$ cat config.mk
export PLATFORM = sky130hd
export DESIGN_NAME = estado_reg_ctrl
export DESIGN_NICKNAME = d
export VERILOG_FILES = /design/src/rtl/estado_pkg.sv /design/src/rtl/sync_debounce.sv /design/src/rtl/estado_reg_ctrl.sv
export SDC_FILE = /design/constraint.sdc
export NUM_CORES = 1
export LEC_CHECK = 0
export ABC_CLOCK_PERIOD_IN_PS = 2400
export CAP_MARGIN = 5
export CORE_MARGIN = 2
export CORE_UTILIZATION = 26
export DETAILED_ROUTE_END_ITERATION = 10
export SETUP_SLACK_MARGIN = 0.2
export SLEW_MARGIN = 20
export SYNTH_ARGS = -nofsm -noshare
export SYNTH_HDL_FRONTEND = slang
export SYNTH_SLANG_ARGS = --single-unit
export TNS_END_PERCENT = 20
$ cat constraint.sdc
create_clock -name clk -period 2.4 [get_ports clk]
set_input_delay 0.36 -clock clk [delete_from_list [all_inputs] [get_ports clk]]
set_output_delay 0.36 -clock clk [all_outputs]
set_load 0.02 [all_outputs]
$ cat src/rtl/estado_pkg.sv
// Shared types and constants for the 3-bit state register controller.
package estado_pkg;

    localparam int STATE_W = 3;

    typedef logic [STATE_W-1:0] state_t;

    localparam state_t STATE_RST = 3'b000;

    localparam int DIV_DEF    = 50_000_000;
    localparam int DB_CYC_DEF = 1_000_000;

    function automatic logic [7:0] onehot8(input state_t s);
        return 8'b1 << s;
    endfunction

endpackage

$ cat src/rtl/sync_debounce.sv
// Two-flop synchronizer, stable-count debouncer and rising-edge pulse.
module sync_debounce #(
    parameter int DB_CYC = estado_pkg::DB_CYC_DEF
) (
    input  logic clk,
    input  logic rst_n,
    input  logic din,
    output logic level,
    output logic rise
);

    localparam int CW = (DB_CYC > 1) ? $clog2(DB_CYC) : 1;
    localparam logic [CW-1:0] CNT_MAX = CW'(DB_CYC - 1);

    logic          s1;
    logic          btn_s;
    logic          level_q;
    logic [CW-1:0] db_cnt;

    always_ff @(posedge clk or negedge rst_n) begin
        if (!rst_n) begin
            s1    <= 1'b0;
            btn_s <= 1'b0;
        end else begin
            s1    <= din;
            btn_s <= s1;
        end
    end

    // Any sample that agrees with the current level restarts the count.
    always_ff @(posedge clk or negedge rst_n) begin
        if (!rst_n) begin
            level  <= 1'b0;
            db_cnt <= '0;
        end else if (btn_s == level) begin
            db_cnt <= '0;
        end else if (db_cnt == CNT_MAX) begin
            level  <= ~level;
            db_cnt <= '0;
        end else begin
            db_cnt <= db_cnt + CW'(1);
        end
    end

    always_ff @(posedge clk or negedge rst_n) begin
        if (!rst_n) begin
            level_q <= 1'b0;
            rise    <= 1'b0;
        end else begin
            level_q <= level;
            rise    <= level & ~level_q;
        end
    end

endmodule

$ cat src/rtl/estado_reg_ctrl.sv
// Current-state register of the up/down machine: prescaled or
// single-step loading of pe, switch synchronizers and LED decode.
module estado_reg_ctrl
    import estado_pkg::*;
#(
    parameter int DIV    = DIV_DEF,
    parameter int DB_CYC = DB_CYC_DEF
) (
    input  logic       clk,
    input  logic       rst_n,
    input  logic       up_in,
    input  logic       run_in,
    input  logic       step_btn,
    input  logic       pe0,
    input  logic       pe1,
    input  logic       pe2,
    output logic       ea0,
    output logic       ea1,
    output logic       ea2,
    output logic       up,
    output logic       moved,
    output logic [7:0] led
);

    localparam int DW = (DIV > 1) ? $clog2(DIV) : 1;
    localparam logic [DW-1:0] DIV_MAX = DW'(DIV - 1);

    logic          up_s1;
    logic          up_s;
    logic          run_s1;
    logic          run_s;
    logic          step_p;
    logic          db_level_unused;
    logic          tick;
    logic          load;
    logic [DW-1:0] div_cnt;
    state_t        ea;
    state_t        pe;

    always_ff @(posedge clk or negedge rst_n) begin
        if (!rst_n) begin
            up_s1  <= 1'b0;
            up_s   <= 1'b0;
            run_s1 <= 1'b0;
            run_s  <= 1'b0;
        end else begin
            up_s1  <= up_in;
            up_s   <= up_s1;
            run_s1 <= run_in;
            run_s  <= run_s1;
        end
    end

    sync_debounce #(
        .DB_CYC (DB_CYC)
    ) u_btn (
        .clk   (clk),
        .rst_n (rst_n),
        .din   (step_btn),
        .level (db_level_unused),
        .rise  (step_p)
    );

    // Presses in run mode are dropped; a coinciding tick loads once.
    assign tick = run_s & (div_cnt == DIV_MAX);
    assign load = tick | (step_p & ~run_s);

    always_ff @(posedge clk or negedge rst_n) begin
        if (!rst_n) begin
            div_cnt <= '0;
        end else if (!run_s || tick) begin
            div_cnt <= '0;
        end else begin
            div_cnt <= div_cnt + DW'(1);
        end
    end

    assign pe = {pe2, pe1, pe0};

    always_ff @(posedge clk or negedge rst_n) begin
        if (!rst_n) begin
            ea    <= STATE_RST;
            moved <= 1'b0;
        end else begin
            moved <= load;
            if (load) begin
                ea <= pe;
            end
        end
    end

    assign {ea2, ea1, ea0} = ea;
    assign up  = up_s;
    assign led = onehot8(ea);

endmodule
==> run notes, run 1 <==
impl run done, here's what came out: biggest regs=div_cnt: 26 flops, u_btn.db_cnt: 20 flops, ea: 3 flops, Area after DPL=3260 um2, VDD IR-drop max=0.000243 V, adder share=0.866%, Async SR Flop Fraction=100%, pin count of the biggest net entering global routing=35, Hold Path Class=input pin to asynchronous set/reset pin, IO buf count=20, most common cell in the netlist=dfrtp_1, status=complete, no violations, CTS Buf Count=9, Pre-antenna DRT Iters=5, Remaining Overflow, GRT=0, GRT met2 Usage=17.7%, Tot Pwr=2.17 mW, count of library flops with an enable pin=0, GRT Util Overall=10.8%, busiest grt layer=met2, CP Capture Type=flip-flop, Biggest consumer=registers, Seq share, synth=51.1%, met3 wire len=240 um, Final setup viols=0, RD Place Congestion=0.824, Logic power comb=0.112 mW, CP bufs+invs=0, Clk pin slew, worst setup/hold paths=70 ps, Setup Buffers After CTS=0, sequential group share of total power=47.4%, worst path required time=2630 ps, Initial DRC Count=145, final instance area=3500 um2, Hold-fix buffers, CTS=0, clk root buf=clkbuf_8, total internal power=1.65 mW, Max-slew headroom=59.1%, DR DRC count=0, Synth mux share=1.95%, M1 WL=2690 um, Complex Gates by Area=8.57%, final hold viol count=0
run 1: cell type report:
class	count	area, um2	area share, %
Inverter	11	41.3	1.18
Tap cell	140	175	5.00
Clock buffer	9	124	3.54
Sequential cell	59	1480	42.2
Multi-Input combinational cell	207	1340	38.2
Clock inverter	7	101	2.89
Timing Repair Buffer	25	245	7.00
run 1: final timing paths:
path                            startpoint  cells past startpoint  slack (ps)         endpoint
worst max-delay path            div_cnt[1]                      5         270            ea[2]
worst min-delay path                 rst_n                      1          20      div_cnt[22]
worst max register to register  div_cnt[1]                      5         270            ea[2]
worst min register to register    u_btn.s1                      0         340      u_btn.btn_s
max in group asynchronous            rst_n                      2        1780  u_btn.db_cnt[5]
min in group clk                  u_btn.s1                      0         340      u_btn.btn_s
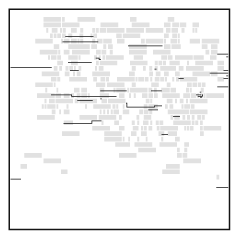
(run_1/m3.png)
Scale: 2 px per um. Cells faint in the background.
- longest straight run: 22.3 um
- wire length on this layer: 241 um
- share of all routed wire: 4.0%
- main direction: horizontal
wire length reported by the detailed router: 6020 um
GR Util met3: 3.91%
vias post-DR: 2230

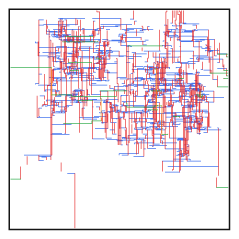
(run_1/layers.png)
Scale: 2 px per um.
- M2: red (wire length 3020 um)
- M1: blue (wire length 2690 um)
- M3: green (wire length 241 um)
- M4: orange (wire length 61.9 um)

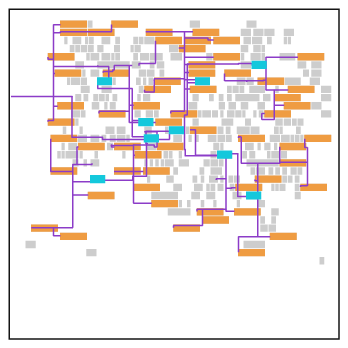
(run_1/clock_wires.png)
Scale: 3 px per um.
- clock wires: purple (length 895 um)
- clock-net drivers: cyan (count 9)
- flip-flops: orange (count 59)
- routed clock nets: 10

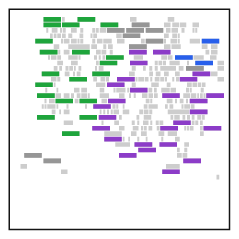
(run_1/ff_map.png)
Scale: 2 px per um. Other sequential cells in the stronger grey, the rest of the logic in the fainter grey.
- `u_btn.db_cnt`: green (placed flops 20)
- `div_cnt`: purple (placed flops 26)
- `ea`: blue (placed flops 3)
sequential cell area share: 42.2%
register area: 1480 um2
Seq. pwr: 1.03 mW
Finished Core Util: 32.3%

==> run 2, diff against run 1 <==
- SLEW_MARGIN: 20 -> default
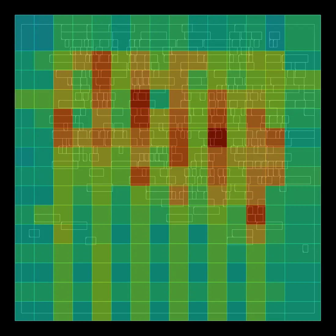
(run_2/congestion_map.png)
GRT met2 Usage: 17.7%
wire per inst: 13.1 um
GRT Util Overall: 10.8%
GR Util met1: 13.0%
busiest grt layer: met2

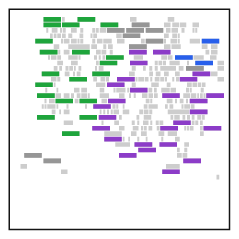
(run_2/ff_map.png)
Scale: 2 px per um. Other sequential cells in the stronger grey, the rest of the logic in the fainter grey.
- `div_cnt`: purple (placed flops 26)
- `ea`: blue (placed flops 3)
- `u_btn.db_cnt`: green (placed flops 20)

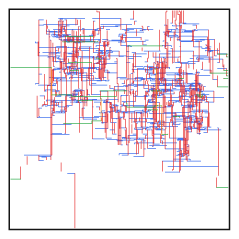
(run_2/layers.png)
Scale: 2 px per um.
- M3: green (wire length 241 um)
- M1: blue (wire length 2690 um)
- M4: orange (wire length 61.9 um)
- M2: red (wire length 3020 um)

==> run notes, run 2 <==
impl run done, here's what came out: status=complete, no violations, Biggest consumer=registers, Hold Path Class=input pin to asynchronous set/reset pin, vias post-DR=2230, CP startpoint=div_cnt[1], RSZ-0062 raised after global routing=no, CP Capture Type=flip-flop, RD Place Congestion=0.824, pin count of the biggest net entering global routing=35, IO buf count=20, synth unique cells=41, GR Util met3=3.91%, Finished Core Util=32.3%, biggest regs=div_cnt: 26 flops, u_btn.db_cnt: 20 flops, ea: 3 flops, most common cell in the netlist=dfrtp_1, Tot Pwr=2.17 mW, Crit path depth=5, r2r endpoint=ea[2], Logic power comb=0.112 mW, Initial DRC Count=145, CP bufs+invs=0, Fin Setup TNS=0 ps, Syn Nets=298, Final WS setup=267 ps, worst r2r path cells=5, DR DRC count=0, VDD IR-drop max=0.000243 V, Critical Path Source Type=flip-flop, Remaining Overflow, GRT=0, Final setup viols=0, Seq share, synth=51.1%, Max-slew headroom=59.1%, clk root buf=clkbuf_8, Area after DPL=3260 um2, final instance area=3500 um2, Clk pin slew, worst setup/hold paths=70 ps, count of library flops with an enable pin=0, worst path required time=2630 ps, wire length reported by the detailed router=6020 um, met3 wire len=240 um, crit path to=ea[2], Post-Syn Area=2890 um2, Pre-antenna DRT Iters=5, Hold-fix buffers, CTS=0, total internal power=1.65 mW, final hold viol count=0
[run 2: cell counts after synthesis]
Identical to the previous run, type by type.
[run 2: cell families (layout without fill, tap and decap cells)]
logic type	after synthesis	after routing	share of synthesized area (%)
AND/OR/NAND/NOR	136	136	27.0
flip-flops	59	59	51.1
AND-OR/OR-AND	41	41	8.57
XOR/XNOR	24	24	7.27
buffers and inverters	22	52	3.25
multiplexers	4	4	1.95
adder cells (fa/ha/maj)	2	2	0.866
[run 2: layout make-up]
class,instances,area (um2)
Fill cell,1128,7340
Multi-Input combinational cell,207,1340
Clock inverter,7,101
Tap cell,140,175
Sequential cell,59,1480
Timing Repair Buffer,25,245
Inverter,11,41.3
Clock buffer,9,124
==> run 3, diff against run 2 <==
- GPL_ROUTABILITY_DRIVEN: default -> 0
- REMOVE_ABC_BUFFERS: default -> 1
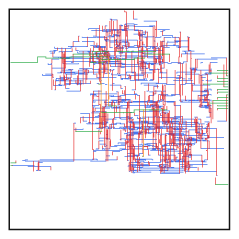
(run_3/layers.png)
Scale: 2 px per um.
- M3: green (wire length 282 um)
- M4: orange (wire length 86.4 um)
- M2: red (wire length 2670 um)
- M1: blue (wire length 2870 um)
wire per inst: 13.0 um
vias post-DR: 2208

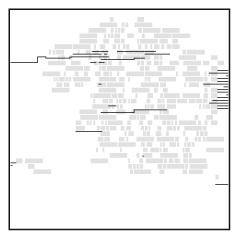
(run_3/m3.png)
Scale: 2 px per um. Cells faint in the background.
- wire length on this layer: 282 um
- longest straight run: 19.3 um
wire length reported by the detailed router: 5910 um

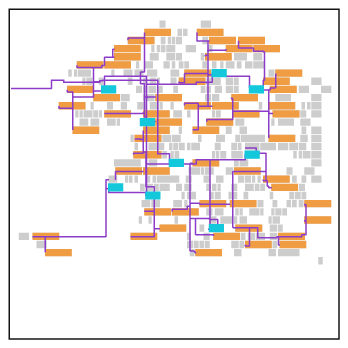
(run_3/clock_wires.png)
Scale: 3 px per um.
- clock wires: purple (length 855 um)
- clock-net drivers: cyan (count 9)
- flip-flops: orange (count 59)
- routed clock nets: 10

==> run notes, run 3 <==
impl run done, here's what came out: status=complete, no violations, Logic power comb=0.109 mW, met3 wire len=281 um, clk root buf=clkbuf_8, worst r2r path cells=5, count of library flops with an enable pin=0, worst path required time=2630 ps, Comb gates=207, GR Util met3=3.91%, reg2reg setup slack=260 ps, CP startpoint=div_cnt[0], Seq. pwr=1.03 mW, xor/xnor share of the synthesized area=7.27%, Non-Clock Buffer Count=23, total internal power=1.49 mW, CP bufs+invs=0, Critical Path Source Type=flip-flop, comb area leader=simple AND/OR/NAND/NOR gates, Biggest consumer=registers, crit path to=ea[1], RSZ-0062 raised after global routing=yes, TAP cells=140, biggest regs=div_cnt: 26 flops, u_btn.db_cnt: 20 flops, ea: 3 flops, flip-flops=59, GRT Util Overall=11.0%, synth unique cells=41, final instance area=3450 um2, adder share=0.866%, Hold Path Class=input pin to asynchronous set/reset pin, most common cell in the netlist=dfrtp_1, Area after DPL=3250 um2, Synth mux share=1.95%, R2R Path Start=div_cnt[0], clkbuf count=11, GRT met2 Usage=16.7%, busiest grt layer=met2, non-clk buf share=6.67%, pin count of the biggest net entering global routing=33, Complex Gates by Area=8.57%, Top class by area=sequential cells, # fillers=1132, Max-slew headroom=57.3%, number of non-clock inverters in the layout=11, logic share of the area=38.8%
==> run 3: repair_timing <==
action | 4_1_cts | 5_1_grt
endpoints found under the setup margin | 3 | 4
gates resized | 2 | 1
setup buffers | 0 | 0
endpoints found under the hold margin | 0 | 0
==> run 3: cell families after synthesis <==
kind of cell,Yosys count
AND/OR/NAND/NOR,136
flip-flops,59
AND-OR/OR-AND,41
XOR/XNOR,24
buffers and inverters,22
multiplexers,4
adder cells (fa/ha/maj),2
==> run 3: stage by stage <==
step / total power, mW / cells
6_report: 1.99 / 456
5_1_grt: 2.08 / 456
4_1_cts: 2.02 / 456
3_5_place_dp: 1.15 / 440
3_3_place_gp: 1.15 / 440
2_1_floorplan: 1.09 / 277
Power is estimated from default activity; no workload was simulated.
